$ cat config.mk
export PLATFORM = sky130hd
export DESIGN_NAME = btn_debounce
export DESIGN_NICKNAME = d
export VERILOG_FILES = /design/src/rtl/btn_debounce.sv
export SDC_FILE = /design/constraint.sdc
export NUM_CORES = 1
export LEC_CHECK = 0
export CORE_ASPECT_RATIO = 1.25
export CORE_MARGIN = 8
export CORE_UTILIZATION = 50
export DETAILED_ROUTE_END_ITERATION = 10
export PLACE_DENSITY = 0.74
export RECOVER_POWER = 100
export SYNTH_ARGS = -nofsm -noshare
export SYNTH_HDL_FRONTEND = slang
export SYNTH_SLANG_ARGS = --single-unit
$ cat constraint.sdc
create_clock -name clk -period 1.5 [get_ports clk]
set_input_delay 0.375 -clock clk [delete_from_list [all_inputs] [get_ports clk]]
set_output_delay 0.375 -clock clk [all_outputs]
set_load 0.01 [all_outputs]
$ cat src/rtl/btn_debounce.sv
// Push-button debouncer: a free-running prescaler produces a tick strobe, a two-flop
// synchronizer tames btn_in, and a four-state FSM accepts a level after DB_TICKS stable ticks.
module btn_debounce #(
   parameter int CLK_FREQ  = 100_000_000,
   parameter int TICK_FREQ = 1000,
   parameter int DB_TICKS  = 10
) (
   input  logic clk,
   input  logic rst,
   input  logic btn_in,
   output logic tick,
   output logic btn_level,
   output logic btn_press,
   output logic btn_release
);

   localparam int DIV    = CLK_FREQ / TICK_FREQ;
   localparam int PCNT_W = $clog2(DIV);
   localparam int DCNT_W = (DB_TICKS > 1) ? $clog2(DB_TICKS) : 1;
   localparam logic [PCNT_W-1:0] PCNT_MAX = PCNT_W'(DIV - 1);
   localparam logic [DCNT_W-1:0] DCNT_MAX = DCNT_W'(DB_TICKS - 1);

   typedef enum logic [1:0] {
      LOW,
      WAIT_HIGH,
      HIGH,
      WAIT_LOW
   } state_t;

   logic [PCNT_W-1:0] pcnt;
   logic [DCNT_W-1:0] dcnt;
   logic              sync_meta;
   logic              sync;
   state_t            state;

   // NOTE: sequential state uses non-blocking assignments so every flop samples pre-edge values.
   always_ff @(posedge clk or posedge rst) begin
      if (rst) begin
         pcnt <= '0;
         tick <= 1'b0;
      end else begin
         tick <= (pcnt == PCNT_MAX);
         pcnt <= (pcnt == PCNT_MAX) ? '0 : pcnt + 1'b1;
      end
   end

   always_ff @(posedge clk or posedge rst) begin
      if (rst) begin
         sync_meta <= 1'b0;
         sync      <= 1'b0;
      end else begin
         sync_meta <= btn_in;
         sync      <= sync_meta;
      end
   end

   // A bounce is checked before the tick, so a tick landing on a bounce never counts.
   always_ff @(posedge clk or posedge rst) begin
      if (rst) begin
         state       <= LOW;
         dcnt        <= '0;
         btn_level   <= 1'b0;
         btn_press   <= 1'b0;
         btn_release <= 1'b0;
      end else begin
         btn_press   <= 1'b0;
         btn_release <= 1'b0;
         case (state)
            LOW: begin
               if (sync) begin
                  state <= WAIT_HIGH;
                  dcnt  <= '0;
               end
            end
            WAIT_HIGH: begin
               if (!sync) begin
                  state <= LOW;
               end else if (tick) begin
                  if (dcnt == DCNT_MAX) begin
                     state     <= HIGH;
                     btn_level <= 1'b1;
                     btn_press <= 1'b1;
                  end else begin
                     dcnt <= dcnt + 1'b1;
                  end
               end
            end
            HIGH: begin
               if (!sync) begin
                  state <= WAIT_LOW;
                  dcnt  <= '0;
               end
            end
            WAIT_LOW: begin
               if (sync) begin
                  state <= HIGH;
               end else if (tick) begin
                  if (dcnt == DCNT_MAX) begin
                     state       <= LOW;
                     btn_level   <= 1'b0;
                     btn_release <= 1'b1;
                  end else begin
                     dcnt <= dcnt + 1'b1;
                  end
               end
            end
            default: state <= LOW;
         endcase
      end
   end

endmodule

**Floorplan with the power grid**

(4 px per micron) Pins as bars on the die edge.
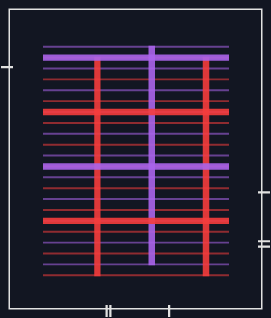
| net | color |
|---|---|
| VSS | red |
| VDD | purple |
rows: 21
met1 rails: 22
met4 straps: 3
signal pins: 7
met5 straps: 4

**Placement density heat map**

(4 px per micron) 6 x 7 tiles, from black (low) to pale yellow (high), 0 to 100% covered.
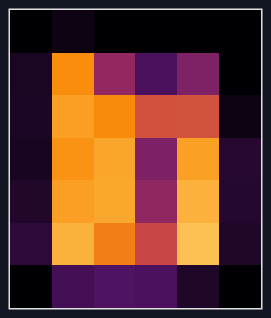
emptiest ninth of the die: north-east
densest ninth of the die: center
nearly empty tiles: 19%
Placeable Area: 2650 sq um
core utilization at floorplan: 0.515
fin util: 0.619

**Metal 2**

(4 px per micron)
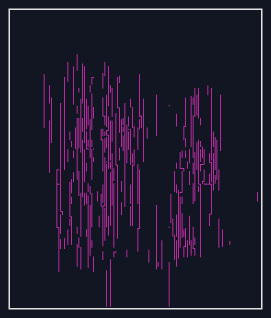
nets with wire on the layer: 124
longest straight run: 27.0 microns

**Sequential cells grouped by signal name**

(4 px per micron) Other sequential cells in the stronger gray, the rest of the logic in the fainter gray.
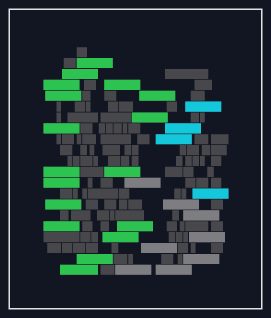
| netlist name | color | placed flops |
|---|---|---|
| `pcnt` | green | 17 |
| `dcnt` | cyan | 4 |
Seq. cell area: 727 sq um
Seq power: 0.000790 W

==> qor.csv <==
stage;metric;value;unit
pwr;Net Sw Power;0.000308;W
synthesis;Seq share, synth;0.531;
layout;number of fill cells in the layout;224;
synthesis;most common cell in the netlist;dfrtp_1;
clock_network;CTS sink count;29;
pwr;internal power;0.00119;W
sta;min Tclk post-route;1.43;ns
synthesis;Cells after Synth;117;
pwr;Logic pwr share;0.019;
critical_path;Data required, critical path;1.72;ns
layout;layout cells sized above 1;0.206;
sta;Fin. Hold Viols;0;
floorplanning;io pins;7;
sta;final hold slack;0.368;ns
critical_path;r2r startpoint;dcnt[0]$_DFFE_PP0P_;
sta;Post-Route Skew;0.0145;ns
layout;area grow syn2layout;20.1;%
sta;fmax;0.701;GHz
pwr;Pwr Density;912;nW/um^2
floorplanning;Die Wd;62.8;microns
sta;Final setup viols;0;
worst_hold_path;worst hold path startpoint;sync_meta$_DFF_PP0_;
clock_network;clock-pin slew on the worst setup and hold paths;0.10;ns
synthesis;Floorplan Nets;123;
synthesis;Synth cell types;37;
global_routing;vias in the first global route;1018;
synthesis;yosys stat area;1370;sq um
placed_design;placed cells;161;
critical_path;startpoint types;register;
global_routing;first-pass GRT wire length;4400;microns
status;status;complete, no violations;
synthesis;Synth async-reset ratio;1.00;
routing;Post-DRT Antenna Nets;0;
critical_path;crit path from;dcnt[0]$_DFFE_PP0P_;
routing;DRC viols;0;
sta;Final period util;0.951;
critical_path;CP top delay family;simple AND/OR/NAND/NOR gates;
layout;# diodes;0;
job;Log Warnings;27;
job;max cap viols;0;
critical_path;critical-path cell list;ha_1, and3b_2, and3_4, a21oi_1, o21ai_0;
global_routing;Tot GR Track Use;0.122;
layout;final net count;141;
synthesis;Yosys warnings;0;
placed_design;Final GP Congestion;0.812;
floorplanning;Die Ht;74.5;microns
routing;DR WL/cell;14.9;microns
pwr;switch share;0.206;
synthesis;cell accounting for the most synthesized area;dfrtp_1;
synthesis;Registers, synthesis;29;
clock_network;TritonCTS Buffers;5;
synthesis;Syn Area/Cell;11.7;sq um
pwr;leakage power;0.779;nW
critical_path;largest stage delay on the critical path;0.43;ns
synthesis;top cells by area;dfrtp_1 (53%), xnor2_1 (4.5%), xor2_1 (4.5%), nand4_4 (3.1%), ha_1 (2.7%);
sta;Pins Over Slew Limit;0;
placed_design;Post-DP HPWL;1720;microns
routing;number of vias per cell;5.56;
synthesis;main flop type after synthesis;dfrtp_1;
routing;Via Count;946;
placed_design;DP Worst Slack;0.0215;ns
sta;Slew headroom;0.526;
floorplanning;Die Footprint;4670;sq um
synthesis;Synth Cell Area;1370;sq um
placed_design;# port buffers;6;
critical_path;Buf/Inv on CP;0;
floorplanning;Row Count;21;
worst_hold_path;Hold WC Path Type;register to register;
layout;Final Non-Filler Cells;170;
layout;logic area;667;sq um
clock_network;CTS Root Cell;clkbuf_4;
global_routing;antenna violations before repair;0;
routing;final wirelength;2530;microns
sta;Worst Tran Pin Value;0.711;ns
synthesis;number of enable flip-flop cells;0;
synthesis;yosys stat cell total;117;
layout make-up:
| class | instances | share of cell area |
|---|---|---|
| clock inverters | 2 | 0.0228 |
| clock buffers | 6 | 0.0312 |
| inverters | 2 | 0.00457 |
| well taps | 34 | 0.0259 |
| flip-flops and latches | 29 | 0.442 |
| repair buffers | 12 | 0.0670 |
| multi-input cells | 85 | 0.406 |
layer usage:
metal  share of wire  routed length (microns)  track usage
met4           0.011                       28       0.0685
met2            0.52                     1320        0.214
met5               0                        0            0
met3           0.046                      117       0.0572
met1            0.42                     1060        0.118
state kept, by name, summed over array words and instances, names as in the netlist, named ones only:
name	flops
btn_level	1
btn_press	1
btn_release	1
dcnt	4
pcnt	17
state	1
sync	1
sync_meta	1
tick	1
placed cells by master (no fill, tap or decap), types with 2 or more instances in the layout:
cell	count
and4_1	2
dlygate4sd2_1	4
nand2_1	9
xnor2_1	7
nor2_1	10
clkbuf_4	6
mux2i_1	2
inv_1	2
a21oi_1	2
xor2_1	7
o21ai_0	3
nand4_4	2
buf_4	3
dfrtp_1	28
nand3_1	7
nor3_1	4
ha_1	2
nor4_4	2
dlygate4sd3_1	2
nand4_1	2
cells by family after synthesis:
| family | after synthesis | synth area share |
|---|---|---|
| mux | 2 | 0.0146 |
| simple gates | 55 | 0.268 |
| xor+xnor | 15 | 0.102 |
| fa+ha+maj | 3 | 0.0275 |
| compound gates | 10 | 0.0439 |
| buf+inv | 3 | 0.0137 |
| flops | 29 | 0.531 |
metrics by stage:
| stage | setup TNS [ns] | cell area (sq um) |
|---|---|---|
| after detailed placement | 0 | 1520 |
| after global placement | 0 | 1520 |
| final | 0 | 1640 |
| after CTS | 0 | 1610 |
| after floorplan | 0 | 1370 |
| after global routing | -0.00435 | 1640 |
path summary, 6_finish.rpt:
check                                        endpoint  slack (ns)  cells past startpoint
worst max-delay path            btn_level$_DFFE_PP0P_        0.07                      5
worst min-delay path                   sync$_DFF_PP0_        0.37                      0
worst max register to register  btn_level$_DFFE_PP0P_        0.07                      5
worst min register to register         sync$_DFF_PP0_        0.37                      0
max in group asynchronous           pcnt[2]$_DFF_PP0_        0.34                      3
min in group asynchronous              sync$_DFF_PP0_        0.67                      3
power groups by stage:
stage | sequential (W) | clock, W | combinational, W
3_5_place_dp | 0.000805 | 0 | 0.0000356
5_1_grt | 0.000791 | 0.000737 | 0.0000347
6_report | 0.000790 | 0.000680 | 0.0000288
4_1_cts | 0.000790 | 0.000708 | 0.0000356
2_1_floorplan | 0.000804 | 0 | 0.0000188
3_3_place_gp | 0.000805 | 0 | 0.0000346
timing repair:
action | 4_1_cts | 5_1_grt
buffers inserted | 0 | 1
hold endpoints to repair | 0 | 0
endpoints found under the setup margin | 6 | 12
pin swaps | 0 | 2
gates resized | 6 | 9
No activity file was given, so power comes from the tool's default toggle rates.
